Metal layers overlaid:
Drawn at 4 px/µm.
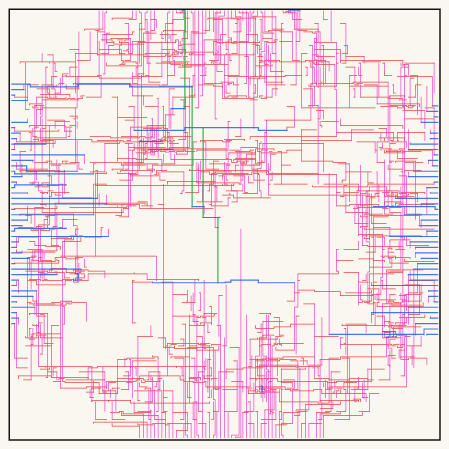
Floorplan with the power grid:
Drawn at 3 px/µm. Pins as bars on the die edge. Tap cells in gray.
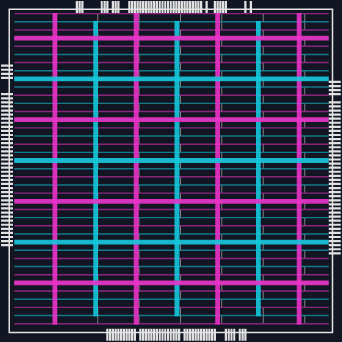
Clock nets:
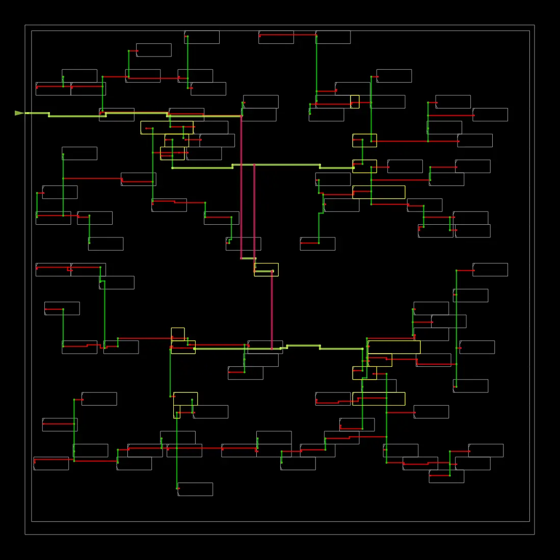
==> src/rtl/apb_master_pkg.sv <==
// Shared FSM encoding and default bus widths for the APB master sequencer.
package apb_master_pkg;

    localparam int APB_ADDR_W = 12;
    localparam int APB_DATA_W = 32;

    typedef enum logic [1:0] {
        IDLE   = 2'd0,
        SETUP  = 2'd1,
        ACCESS = 2'd2,
        RESP   = 2'd3
    } apb_state_e;

endpackage

==> src/rtl/apb_wait_timeout.sv <==
// ACCESS-phase watchdog: counts wait cycles and flags the edge on which the
// count reaches TIMEOUT_CYCLES.
module apb_wait_timeout #(
    parameter int TIMEOUT_CYCLES = 16
) (
    input  logic sys_clk,
    input  logic sys_rst,
    input  logic clear,
    input  logic count_en,
    output logic expired
);

    localparam int CW = $clog2(TIMEOUT_CYCLES + 1);

    logic [CW-1:0] cnt_q, cnt_d;

    always_comb begin
        cnt_d = cnt_q;
        if (clear) begin
            cnt_d = '0;
        end else if (count_en && (cnt_q != CW'(TIMEOUT_CYCLES))) begin
            cnt_d = cnt_q + 1'b1;
        end
    end

    always_ff @(posedge sys_clk) begin
        if (sys_rst) begin
            cnt_q <= '0;
        end else begin
            cnt_q <= cnt_d;
        end
    end

    // Fires on the wait cycle whose edge takes the count to the terminal value.
    assign expired = count_en && (cnt_q == CW'(TIMEOUT_CYCLES - 1));

endmodule

==> src/rtl/apb_timer_master.sv <==
// APB master sequencer driving the timer slave port from a valid/ready command
// interface. Define APB_TIMEOUT_EN to abort ACCESS after TIMEOUT_CYCLES waits.
module apb_timer_master
    import apb_master_pkg::*;
#(
    parameter int ADDR_W         = APB_ADDR_W,
    parameter int DATA_W         = APB_DATA_W,
    parameter int TIMEOUT_CYCLES = 16
) (
    input  logic                sys_clk,
    input  logic                sys_rst,
    input  logic                req_valid,
    output logic                req_ready,
    input  logic                req_write,
    input  logic [ADDR_W-1:0]   req_addr,
    input  logic [DATA_W-1:0]   req_wdata,
    input  logic [DATA_W/8-1:0] req_strb,
    output logic                rsp_valid,
    input  logic                rsp_ready,
    output logic [DATA_W-1:0]   rsp_rdata,
    output logic                rsp_slverr,
    output logic                tim_psel,
    output logic                tim_penable,
    output logic                tim_pwrite,
    output logic [ADDR_W-1:0]   tim_paddr,
    output logic [DATA_W-1:0]   tim_pwdata,
    output logic [DATA_W/8-1:0] tim_pstrb,
    input  logic                tim_pready,
    input  logic [DATA_W-1:0]   tim_prdata,
    input  logic                tim_pslverr
);

    localparam int STRB_W = DATA_W / 8;

    apb_state_e          state_q, state_d;
    logic                psel_q, psel_d;
    logic                penable_q, penable_d;
    logic                pwrite_q, pwrite_d;
    logic [ADDR_W-1:0]   paddr_q, paddr_d;
    logic [DATA_W-1:0]   pwdata_q, pwdata_d;
    logic [STRB_W-1:0]   pstrb_q, pstrb_d;
    logic                rsp_valid_q, rsp_valid_d;
    logic [DATA_W-1:0]   rsp_rdata_q, rsp_rdata_d;
    logic                rsp_slverr_q, rsp_slverr_d;
    logic                timeout_hit;

`ifdef APB_TIMEOUT_EN
    apb_wait_timeout #(
        .TIMEOUT_CYCLES(TIMEOUT_CYCLES)
    ) u_timeout (
        .sys_clk (sys_clk),
        .sys_rst (sys_rst),
        .clear   (state_q == SETUP),
        .count_en((state_q == ACCESS) && !tim_pready),
        .expired (timeout_hit)
    );
`else
    logic [31:0] unused_timeout;
    assign unused_timeout = 32'(TIMEOUT_CYCLES);
    assign timeout_hit    = 1'b0;
`endif

    always_comb begin
        state_d      = state_q;
        psel_d       = psel_q;
        penable_d    = penable_q;
        pwrite_d     = pwrite_q;
        paddr_d      = paddr_q;
        pwdata_d     = pwdata_q;
        pstrb_d      = pstrb_q;
        rsp_valid_d  = rsp_valid_q;
        rsp_rdata_d  = rsp_rdata_q;
        rsp_slverr_d = rsp_slverr_q;
        case (state_q)
            IDLE: begin
                if (req_valid) begin
                    state_d   = SETUP;
                    psel_d    = 1'b1;
                    penable_d = 1'b0;
                    pwrite_d  = req_write;
                    paddr_d   = req_addr;
                    pwdata_d  = req_wdata;
                    pstrb_d   = req_write ? req_strb : '0;
                end
            end
            SETUP: begin
                state_d   = ACCESS;
                penable_d = 1'b1;
            end
            ACCESS: begin
                // pready takes priority over a timeout landing on the same edge.
                if (tim_pready) begin
                    state_d      = RESP;
                    psel_d       = 1'b0;
                    penable_d    = 1'b0;
                    pstrb_d      = '0;
                    rsp_valid_d  = 1'b1;
                    rsp_rdata_d  = pwrite_q ? '0 : tim_prdata;
                    rsp_slverr_d = tim_pslverr;
                end else if (timeout_hit) begin
                    state_d      = RESP;
                    psel_d       = 1'b0;
                    penable_d    = 1'b0;
                    pstrb_d      = '0;
                    rsp_valid_d  = 1'b1;
                    rsp_rdata_d  = '0;
                    rsp_slverr_d = 1'b1;
                end
            end
            RESP: begin
                if (rsp_ready) begin
                    state_d     = IDLE;
                    rsp_valid_d = 1'b0;
                end
            end
            default: state_d = IDLE;
        endcase
    end

    always_ff @(posedge sys_clk) begin
        if (sys_rst) begin
            state_q      <= IDLE;
            psel_q       <= 1'b0;
            penable_q    <= 1'b0;
            pwrite_q     <= 1'b0;
            paddr_q      <= '0;
            pwdata_q     <= '0;
            pstrb_q      <= '0;
            rsp_valid_q  <= 1'b0;
            rsp_rdata_q  <= '0;
            rsp_slverr_q <= 1'b0;
        end else begin
            state_q      <= state_d;
            psel_q       <= psel_d;
            penable_q    <= penable_d;
            pwrite_q     <= pwrite_d;
            paddr_q      <= paddr_d;
            pwdata_q     <= pwdata_d;
            pstrb_q      <= pstrb_d;
            rsp_valid_q  <= rsp_valid_d;
            rsp_rdata_q  <= rsp_rdata_d;
            rsp_slverr_q <= rsp_slverr_d;
        end
    end

    assign req_ready   = (state_q == IDLE) && !sys_rst;
    assign tim_psel    = psel_q;
    assign tim_penable = penable_q;
    assign tim_pwrite  = pwrite_q;
    assign tim_paddr   = paddr_q;
    assign tim_pwdata  = pwdata_q;
    assign tim_pstrb   = pstrb_q;
    assign rsp_valid   = rsp_valid_q;
    assign rsp_rdata   = rsp_rdata_q;
    assign rsp_slverr  = rsp_slverr_q;

endmodule

==> config.mk <==
export PLATFORM = sky130hd
export DESIGN_NAME = apb_timer_master
export DESIGN_NICKNAME = d
export VERILOG_FILES = /design/src/rtl/apb_master_pkg.sv /design/src/rtl/apb_wait_timeout.sv /design/src/rtl/apb_timer_master.sv
export SDC_FILE = /design/constraint.sdc
export NUM_CORES = 1
export LEC_CHECK = 0
export CORE_UTILIZATION = 30
export CTS_CLUSTER_DIAMETER = 200
export DETAILED_ROUTE_END_ITERATION = 16
export PLACE_DENSITY = 0.7
export SLEW_MARGIN = 20
export SYNTH_ARGS = -nofsm -noshare
export SYNTH_HDL_FRONTEND = slang
export SYNTH_SLANG_ARGS = --single-unit
==> constraint.sdc <==
create_clock -name sys_clk -period 2.2 [get_ports sys_clk]
set_input_delay 0.44 -clock sys_clk [delete_from_list [all_inputs] [get_ports sys_clk]]
set_output_delay 0.44 -clock sys_clk [all_outputs]
set_load 0.1 [all_outputs]
==> deck_impl_summary.md <==
Physical Implementation Snapshot

Status
  • Status: complete, no violations

Cells and area
  • Ant. Diodes: 0
  • Share of layout cells above drive strength 1: 20.1%
  • Layout Area Growth over Synthesis: 57.4%

Critical path
  • Crit path kind: reg2out
  • Critical Path End Type: primary output
  • Startpoint Class: flop
  • Buf/Inv on CP: 2
  • WP data required: 1760 ps
  • Crit path from: state_q[0]

Die
  • Die span in x: roughly 110 µm

Placement
  • HPWL Detailed: 6.69 mm
  • GPL Wtd Cong: 0.760

GRT
  • Total grt overflow: 0

Drt
  • Via Count: 3214
  • Drt wl/cell: between 10 and 15 µm

Timing
  • Setup TNS: 0 ps
  • Slew margin rel.: 69.1%
  • Slew @ Worst Pin: 464 ps

Power and ir drop
  • Leakage power: 2.09 nW

Logic synthesis
  • Dominant flop cell: dfxtp_1
Back to the opening pictures, 'metal layers overlaid':
Key: magenta = met2 [wire length 4450 µm]; green = met4 [wire length 93.2 µm]; red = met1 [wire length 3930 µm]; blue = met3 [wire length 686 µm]

Back to the opening pictures, 'floorplan with the power grid':
Key: magenta = VSS; cyan = VDD
39 met1 rails follow the rows. 140 tap cells. 173 signal pins sit on the boundary. The core has 38 rows.

Back to the opening pictures, 'clock nets':
total CTS buffers: 9
flip-flops: 87
skew final: 5.19 ps
CLK BUF: 10

## worst paths after layout
| path | endpoint | slack [ps] | depth (start not counted) |
|---|---|---|---|
| worst max-delay path | req_ready | 180 | 4 |
| worst min-delay path | rsp_rdata[30] | 450 | 2 |
| worst max register to register | state_q[0] | 510 | 5 |
| worst min register to register | rsp_rdata[30] | 450 | 2 |
## report_power, final
group	total (W)	leakage [nW]	switching [W]	internal, W
Combinational	0.00355	1.25	0.00268	0.000871
Clock	0.00142	0.126	0.000548	0.000868
Sequential	0.00201	0.709	0.000162	0.00185
Total	0.00697	2.09	0.00339	0.00359
## routing by layer
layer | vias to the layer above | GRT usage (%) | part of all wire [%]
met3 | 8 | 5.57 | 7.5
met4 | 0 | 4.40 | 1.0
met1 | 1447 | 18.1 | 43
li1 | 1654 | - | -
met5 | - | 0 | 0
met2 | 105 | 27.7 | 49
## placed cells by master (no fill, tap or decap), types with 2 or more instances in the layout
master / count
a21oi_1: 84
and2_1: 2
buf_12: 3
buf_4: 92
bufinv_16: 4
clkbuf_8: 9
clkdlybuf4s50_1: 85
dfxtp_1: 87
ha_1: 7
inv_1: 4
mux2i_1: 2
nand2_1: 129
nand3b_1: 32
nand4_1: 4
nor2b_1: 3
o21ai_0: 5
o21bai_1: 2
## cells by family (layout without fill, tap and decap cells)
family	after synthesis	after routing	share of synthesized area [%]
and+or+nand+nor	175	175	24.6
DFF	87	87	52.4
buffers and inverters	33	201	4.55
AOI/OAI and AO/OA	95	95	14.9
adders and majority gates	7	7	2.63
muxes	3	3	0.941
## area by class of cell
class | count | area share [%]
multi-input cells | 280 | 27.4
clock inverters | 6 | 2.53
flip-flops and latches | 87 | 33.3
clock buffers | 10 | 2.44
repair buffers | 181 | 30.7
inverters | 4 | 0.287
well taps | 140 | 3.35
## synth_stat cells, types with 2 or more instances
cell,count,area [µm²]
nand2_1,129,484
nor2b_1,4,25.0
o21ai_0,5,25.0
clkbuf_1,13,48.8
buf_2,10,50.1
ha_1,7,87.6
buf_1,2,7.51
nand4_1,4,25.0
buf_4,4,30.0
nand3b_1,32,240
and2_1,2,12.5
a21oi_1,84,420
dfxtp_1,87,1740
inv_1,4,15.0
mux2i_1,2,20.0
o21bai_1,2,15.0
## flip-flops by register name (all words and copies together) (netlist names)
name	flops
tim_psel	1
tim_pwdata	32
rsp_slverr	1
tim_penable	1
tim_pstrb	4
rsp_rdata	32
tim_pwrite	1
tim_paddr	12
state_q	2
rsp_valid	1
## metrics by stage
| stage | cell area [µm²] | std cells | power [W] |
|---|---|---|---|
| after global routing | 5230 | 708 | 0.00733 |
| final | 5230 | 708 | 0.00697 |
| after CTS | 5230 | 708 | 0.00705 |
| after detailed placement | 4970 | 692 | 0.00562 |
| after global placement | 4970 | 692 | 0.00557 |
| after floorplan | 3330 | 400 | 0.00477 |
## worst reg2reg max path: stages (launching register included)
cell	delay, ps
dfxtp_1	430
inv_1	110
ha_1	280
nor2b_4	190
or4_1	520
o31ai_1	80
Power and IR drop assume default switching activity.
